**src/rtl/clkgen_prog_div.sv**
```systemverilog
`default_nettype none
// ============================================================================
// Module  : clkgen_prog_div
// Purpose : runtime-programmable 50%-duty clock/strobe generator (divide by
//           2*(half_q+1)); optional mid-half-period strobe via CLKGEN_QUARTER_EN
// Revision: 1.0  initial release
// ============================================================================
module clkgen_prog_div #(
  parameter int          DIV_W        = 16,
  parameter int unsigned DEFAULT_HALF = 62,
  parameter logic        IDLE_LVL     = 1'b1
) (
  input  logic             clk_25MHz,
  input  logic             rst_n,
  input  logic             en_i,
  input  logic [DIV_W-1:0] half_div_i,
  input  logic             div_load_i,
  output logic             div_ack_o,
  output logic             clk_o,
  output logic             rise_o,
  output logic             fall_o,
  output logic             quarter_o
);

  localparam logic [DIV_W-1:0] C_DEFAULT_HALF = DIV_W'(DEFAULT_HALF);

  logic [DIV_W-1:0] cnt_q, cnt_d;
  logic [DIV_W-1:0] half_q, half_d;
  logic [DIV_W-1:0] pend_val_q, pend_val_d;
  logic             pend_v_q, pend_v_d;
  logic             clk_q, clk_d;
  logic             rise_q, rise_d;
  logic             fall_q, fall_d;
  logic             ack_q, ack_d;
  logic             w_toggle;
  logic             w_apply;

  always_comb begin
    cnt_d      = cnt_q;
    half_d     = half_q;
    pend_val_d = pend_val_q;
    pend_v_d   = pend_v_q;
    clk_d      = clk_q;
    rise_d     = 1'b0;
    fall_d     = 1'b0;
    ack_d      = 1'b0;

    w_toggle = en_i && (cnt_q == half_q);

    if (!en_i) begin
      // forced return to idle is silent: no strobe
      clk_d = IDLE_LVL;
      cnt_d = '0;
    end else if (w_toggle) begin
      cnt_d  = '0;
      clk_d  = ~clk_q;
      rise_d = ~clk_q;
      fall_d = clk_q;
    end else begin
      cnt_d = cnt_q + 1'b1;
    end

    // divisor swaps only after a complete high+low pair, or while idle
    w_apply = !en_i || (w_toggle && clk_q);

    if (w_apply && div_load_i) begin
      half_d   = half_div_i;
      pend_v_d = 1'b0;
      ack_d    = 1'b1;
    end else if (w_apply && pend_v_q) begin
      half_d   = pend_val_q;
      pend_v_d = 1'b0;
      ack_d    = 1'b1;
    end else if (div_load_i) begin
      pend_val_d = half_div_i;
      pend_v_d   = 1'b1;
    end
  end

  always_ff @(posedge clk_25MHz or negedge rst_n) begin
    if (!rst_n) begin
      cnt_q      <= '0;
      half_q     <= C_DEFAULT_HALF;
      pend_val_q <= '0;
      pend_v_q   <= 1'b0;
      clk_q      <= IDLE_LVL;
      rise_q     <= 1'b0;
      fall_q     <= 1'b0;
      ack_q      <= 1'b0;
    end else begin
      cnt_q      <= cnt_d;
      half_q     <= half_d;
      pend_val_q <= pend_val_d;
      pend_v_q   <= pend_v_d;
      clk_q      <= clk_d;
      rise_q     <= rise_d;
      fall_q     <= fall_d;
      ack_q      <= ack_d;
    end
  end

`ifdef CLKGEN_QUARTER_EN
  logic quarter_q, quarter_d;

  // evaluated on next-state values so the strobe lines up with the counter
  always_comb begin
    quarter_d = en_i && (cnt_d == (half_d >> 1));
  end

  always_ff @(posedge clk_25MHz or negedge rst_n) begin
    if (!rst_n) begin
      quarter_q <= 1'b0;
    end else begin
      quarter_q <= quarter_d;
    end
  end

  assign quarter_o = quarter_q;
`else
  assign quarter_o = 1'b0;
`endif

  assign div_ack_o = ack_q;
  assign clk_o     = clk_q;
  assign rise_o    = rise_q;
  assign fall_o    = fall_q;

endmodule
`default_nettype wire

```
**config.mk**
```make
export PLATFORM = sky130hd
export DESIGN_NAME = clkgen_prog_div
export DESIGN_NICKNAME = d
export VERILOG_FILES = /design/src/rtl/clkgen_prog_div.sv
export SDC_FILE = /design/constraint.sdc
export NUM_CORES = 1
export LEC_CHECK = 0
export ABC_AREA = 1
export CAP_MARGIN = 10
export CORE_MARGIN = 2
export CORE_UTILIZATION = 50
export DETAILED_ROUTE_END_ITERATION = 8
export PLACE_DENSITY = 0.7
export RECOVER_POWER = 50
export SETUP_SLACK_MARGIN = 0.4
export SKIP_LAST_GASP = 1
export SYNTH_ARGS = -nofsm -noshare
export SYNTH_HDL_FRONTEND = slang
export SYNTH_SLANG_ARGS = --single-unit
```
**constraint.sdc**
```tcl
create_clock -name clk_25MHz -period 4.17 [get_ports clk_25MHz]
set_input_delay 1.0425 -clock clk_25MHz [delete_from_list [all_inputs] [get_ports clk_25MHz]]
set_output_delay 1.0425 -clock clk_25MHz [all_outputs]
set_load 0.02 [all_outputs]
```
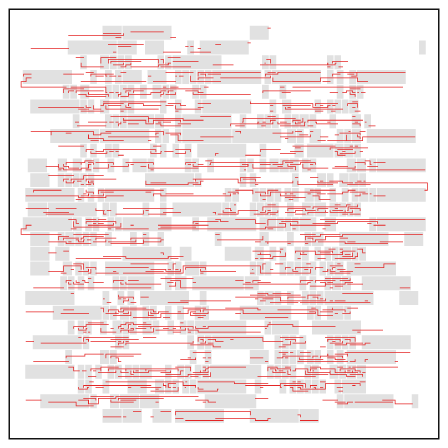
Figure 1: run 1, the metal 1 layer.
nets with wire on the layer: 419
main direction: horizontal

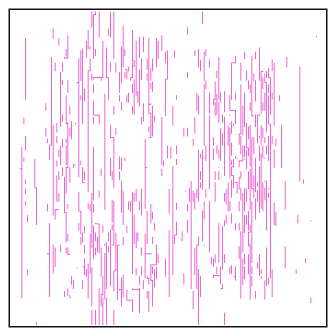
Figure 2: run 1, the metal 2 layer.
main direction: vertical
longest straight run: 38.4 um
share of all routed wire: 44%
nets with wire on the layer: 309
wire length on this layer: 2380 um

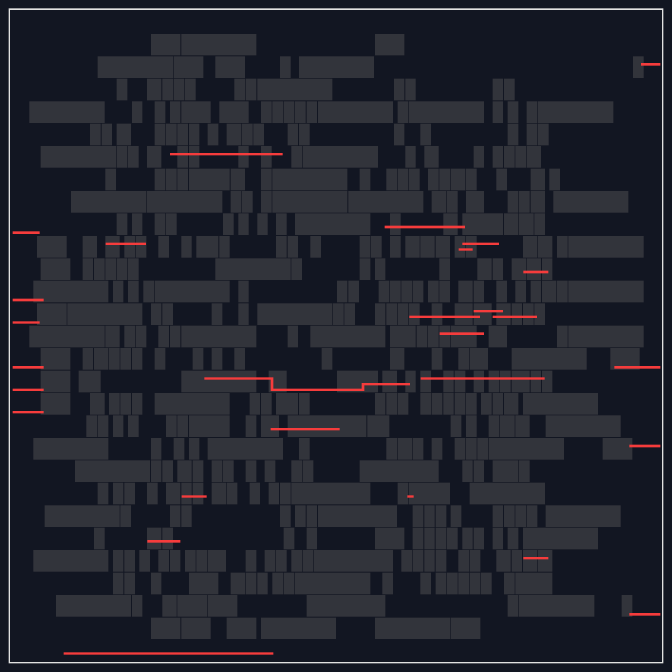
Figure 3: run 1, met3 routing.
wire length on this layer: 175 um
longest straight run: 25.1 um
share of all routed wire: 3.2%
main direction: horizontal

==> run_results.csv, run 1 <==
group,metric,value,unit
run_status,run_status,"finished, violations left",
run_status,failing_checks,"max-capacitance violations, max-slew violations",
final_layout,number_of_standard_cells_in_the_final_layout_excluding_fillers,503,
drt,detail_route.iter0.violations,112,
final_layout,antenna-diode-count,0,
timing,grt_setup_unrepaired,"no",
global_routing,grt_overflow_total,0,
timing,slew_violations,36,
final_layout,buffers,26,
logic_synthesis,ys.flops,53,
final_layout,comb_cells,281,
critical_path,largest_stage_delay_on_the_critical_path,0.62,ns
final_layout,fillers,538,
final_layout,layout.sequential_cells,53,
flow_run,cap_viol_max_count,1,
final_layout,proportion_of_cell_area_occupied_by_registers,42.4,%
clock_network,tritoncts,"done",
logic_synthesis,synth.net_count,430,
final_layout,drive_gt1_share,4.87,%
logic_synthesis,post_synth_edffs,0,
drt,detailroute.wirelength.met2,2380,um
global_routing,global_route.usage.met3,4.43,%
clock_network,cts_inserted_buffers,5,
global_routing,grt_start_max_net_pins,36,
place,dpl_cell_area,3080,um^2
timing,timing.final.crit_share,62.3,%
place,io_buffers,23,
run 1: final timing paths:
kind | start | to | slack [ns] | cells past startpoint
setup / recovery | en_i | half_q[11]$_DFFE_PN0P_ | 1.57 | 8
hold / removal | pend_val_q[15]$_DFFE_PN0P_ | pend_val_q[15]$_DFFE_PN0P_ | 0.48 | 2
setup reg to reg | half_q[2]$_DFFE_PN1P_ | half_q[11]$_DFFE_PN0P_ | 1.85 | 13
hold reg to reg | pend_val_q[15]$_DFFE_PN0P_ | pend_val_q[15]$_DFFE_PN0P_ | 0.48 | 2
max in group asynchronous | rst_n | half_q[5]$_DFFE_PN1P_ | 1.74 | 2
min in group asynchronous | rst_n | cnt_q[1]$_DFF_PN0_ | 1.24 | 1
run 1: cells in the mapped netlist (5+ instances only):
library cell and number:
sky130_fd_sc_hd__nand3_1 27, sky130_fd_sc_hd__nand4_1 5, sky130_fd_sc_hd__nor2_1 65, sky130_fd_sc_hd__a21oi_1 6, sky130_fd_sc_hd__o21ai_0 7, sky130_fd_sc_hd__nand2_1 157
sky130_fd_sc_hd__inv_1 61, sky130_fd_sc_hd__dfrtp_1 47, sky130_fd_sc_hd__dfstp_2 6, sky130_fd_sc_hd__nor3_1 5
run 1: where the power goes:
group | switching, mW | internal [mW] | total, mW | leakage [nW]
clock | 0.162 | 0.117 | 0.278 | 0.0412
sequential | 0.0365 | 0.571 | 0.608 | 0.672
combinational | 0.111 | 0.0763 | 0.187 | 1.04
run 1: logic make-up after synthesis:
family	count (synthesis)	share of synthesized area [%]
XOR/XNOR	2	0.623
other	1	0.133
AND/OR/NAND/NOR	263	37.3
AND-OR/OR-AND	14	2.98
adder cells (fa/ha/maj)	1	0.445
flip-flops	53	47.4
buffers and inverters	75	11.1
Figure 4. Pin placement (run 1).
Pins as bars across the die edge, other pins in grey.
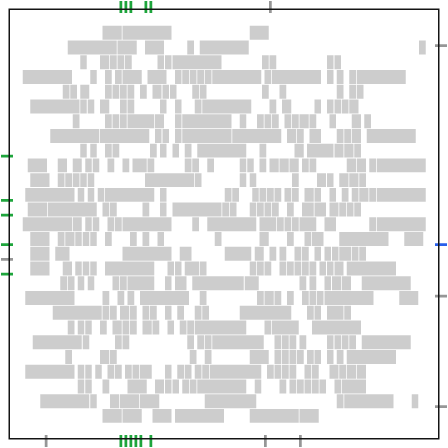

==> run 1 -> run 2 <==
--- a/config.mk
+++ b/config.mk
@@ -10,7 +10,7 @@
 export CORE_MARGIN = 2
 export CORE_UTILIZATION = 50
 export DETAILED_ROUTE_END_ITERATION = 8
-export PLACE_DENSITY = 0.7
+export PLACE_DENSITY = 0.72
 export RECOVER_POWER = 50
 export SETUP_SLACK_MARGIN = 0.4
 export SKIP_LAST_GASP = 1
==> constraint.sdc (replaced) <==
create_clock -name clk_25MHz -period 2.1 [get_ports clk_25MHz]
set_input_delay 0.525 -clock clk_25MHz [delete_from_list [all_inputs] [get_ports clk_25MHz]]
set_output_delay 0.525 -clock clk_25MHz [all_outputs]
set_load 0.02 [all_outputs]
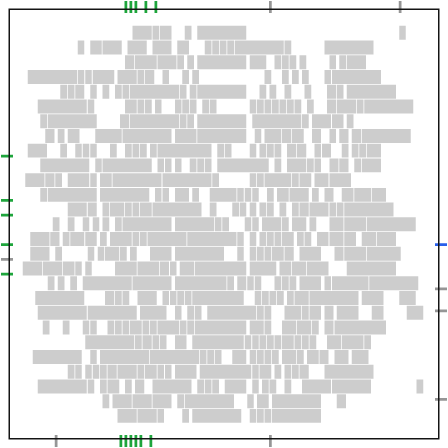
Figure 5: run 2, pin placement.
Pins as bars across the die edge, other pins in grey.
[blue] `en_i` | pins: 1 | direction: input | edge: east
[green] `half_div_i` | pins: 16 | direction: input | edge: 6 south, 5 north, 5 west

==> run_results.csv, run 2 <==
group,metric,value,unit
final_layout,antenna-diode-count,0,
logic_synthesis,async_reset_ff_share,100,%
logic_synthesis,post_synth_edffs,0,
logic_synthesis,synth.most_common_cell,"sky130_fd_sc_hd__nand2_1",
final_layout,number_of_standard_cells_in_the_final_layout_excluding_fillers,534,
floorplan,coreArea,5470,um^2
critical_path,r2r_start,"half_q[2]$_DFFE_PN1P_",
final_layout,drive_gt1_share,23.8,%
timing,slew_violations,0,
run_status,run_status,"complete, no violations",
timing,timing.final.crit_share,92.5,%
logic_synthesis,ys_top_cells_by_count,"sky130_fd_sc_hd__nand2_1 (157), sky130_fd_sc_hd__nor2_1 (65), sky130_fd_sc_hd__inv_1 (61), sky130_fd_sc_hd__dfrtp_1 (47), sky130_fd_sc_hd__nand3_1 (27)",
place,io_buffers,23,
drt,detailroute.wirelength.met2,3520,um
global_routing,grt_overflow_total,0,
final_layout,fillers,432,
timing,grt_setup_unrepaired,"yes",
clock_network,tritoncts,"done",
logic_synthesis,synth.net_count,430,
critical_path,timing.critical_path.arrival,2.15,ns
critical_path,setup.worst_path.start,"half_q[2]$_DFFE_PN1P_",
flow_run,cap_viol_max_count,0,
critical_path,critical_path.reg2reg.endpoint,"pend_val_q[2]$_DFFE_PN0P_",
drt,detail_route.iter0.violations,119,
place,dpl_cell_area,3130,um^2
critical_path,worst-endpoint-required,2.31,ns
critical_path,cp-endpoint,"pend_val_q[2]$_DFFE_PN0P_",
clock_network,cts.clk_slew.worst_paths,0.10,ns
worst_hold_path,hold_path.class,"in -> async",
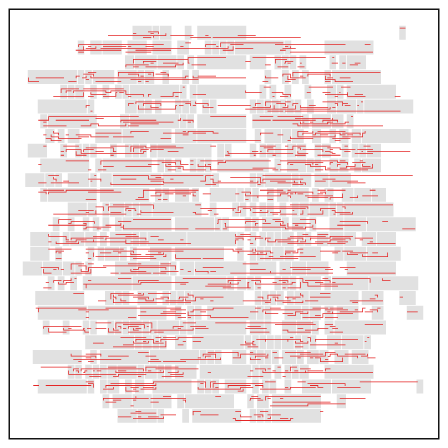
Figure 6: run 2, the metal 1 layer.
longest straight run: 27.6 um
nets with wire on the layer: 448
main direction: horizontal
share of all routed wire: 43%

[run 2: cell counts after synthesis]
No cell type changed its count.
[run 2: cell families (layout without fill, tap and decap cells)]
kind of cell               Yosys count  in the layout  share of synthesized area [%]
AOI/OAI and AO/OA                   14             14                           2.98
xor gates and xnor gates             2              2                          0.623
adders and majority gates            1              1                          0.445
buffers and inverters               75            128                           11.1
DFF                                 53             53                           47.4
other                                1              1                          0.133
and+or+nand+nor                    263            263                           37.3
[run 2: critical path: stages, from the launching register on]
cell	delay, ns
sky130_fd_sc_hd__dfstp_2	0.56
sky130_fd_sc_hd__inv_2	0.04
sky130_fd_sc_hd__nand2_2	0.04
sky130_fd_sc_hd__nand2_1	0.05
sky130_fd_sc_hd__nor2_1	0.12
sky130_fd_sc_hd__nand2_1	0.08
sky130_fd_sc_hd__nor2_2	0.15
sky130_fd_sc_hd__nand2_2	0.10
sky130_fd_sc_hd__o21bai_4	0.21
sky130_fd_sc_hd__nand2_8	0.15
sky130_fd_sc_hd__clkbuf_16	0.19
sky130_fd_sc_hd__nand3_1	0.10
sky130_fd_sc_hd__nand2_1	0.07
[run 2: where the power goes]
part           internal (mW)  switching, mW
combinational          0.252          0.292
clock                  0.238          0.358
sequential              1.13         0.0728
[run 2: metal layers]
layer  GRT usage (%)  vias up
li1                -     1336
met1            28.3     1250
met2            36.4       54
met3            3.98        8
met4            6.72        0
met5               0        -
[run 2: what timing repair did]
action,4_1_cts,5_1_grt
setup buffers,17,5
resized,37,57
hold buffers,0,0
pin swaps,13,26
cloned,1,3
endpoints found under the setup margin,48,54
[run 2: final cells by class]
cell class / instances / area share [%]
multi-input cells: 281 / 37.6
well taps: 72 / 2.38
clock buffers: 5 / 1.82
inverters: 64 / 6.45
clock inverters: 3 / 0.563
repair buffers: 56 / 15.9
flip-flops and latches: 53 / 35.3
Power is estimated from default activity; no workload was simulated.
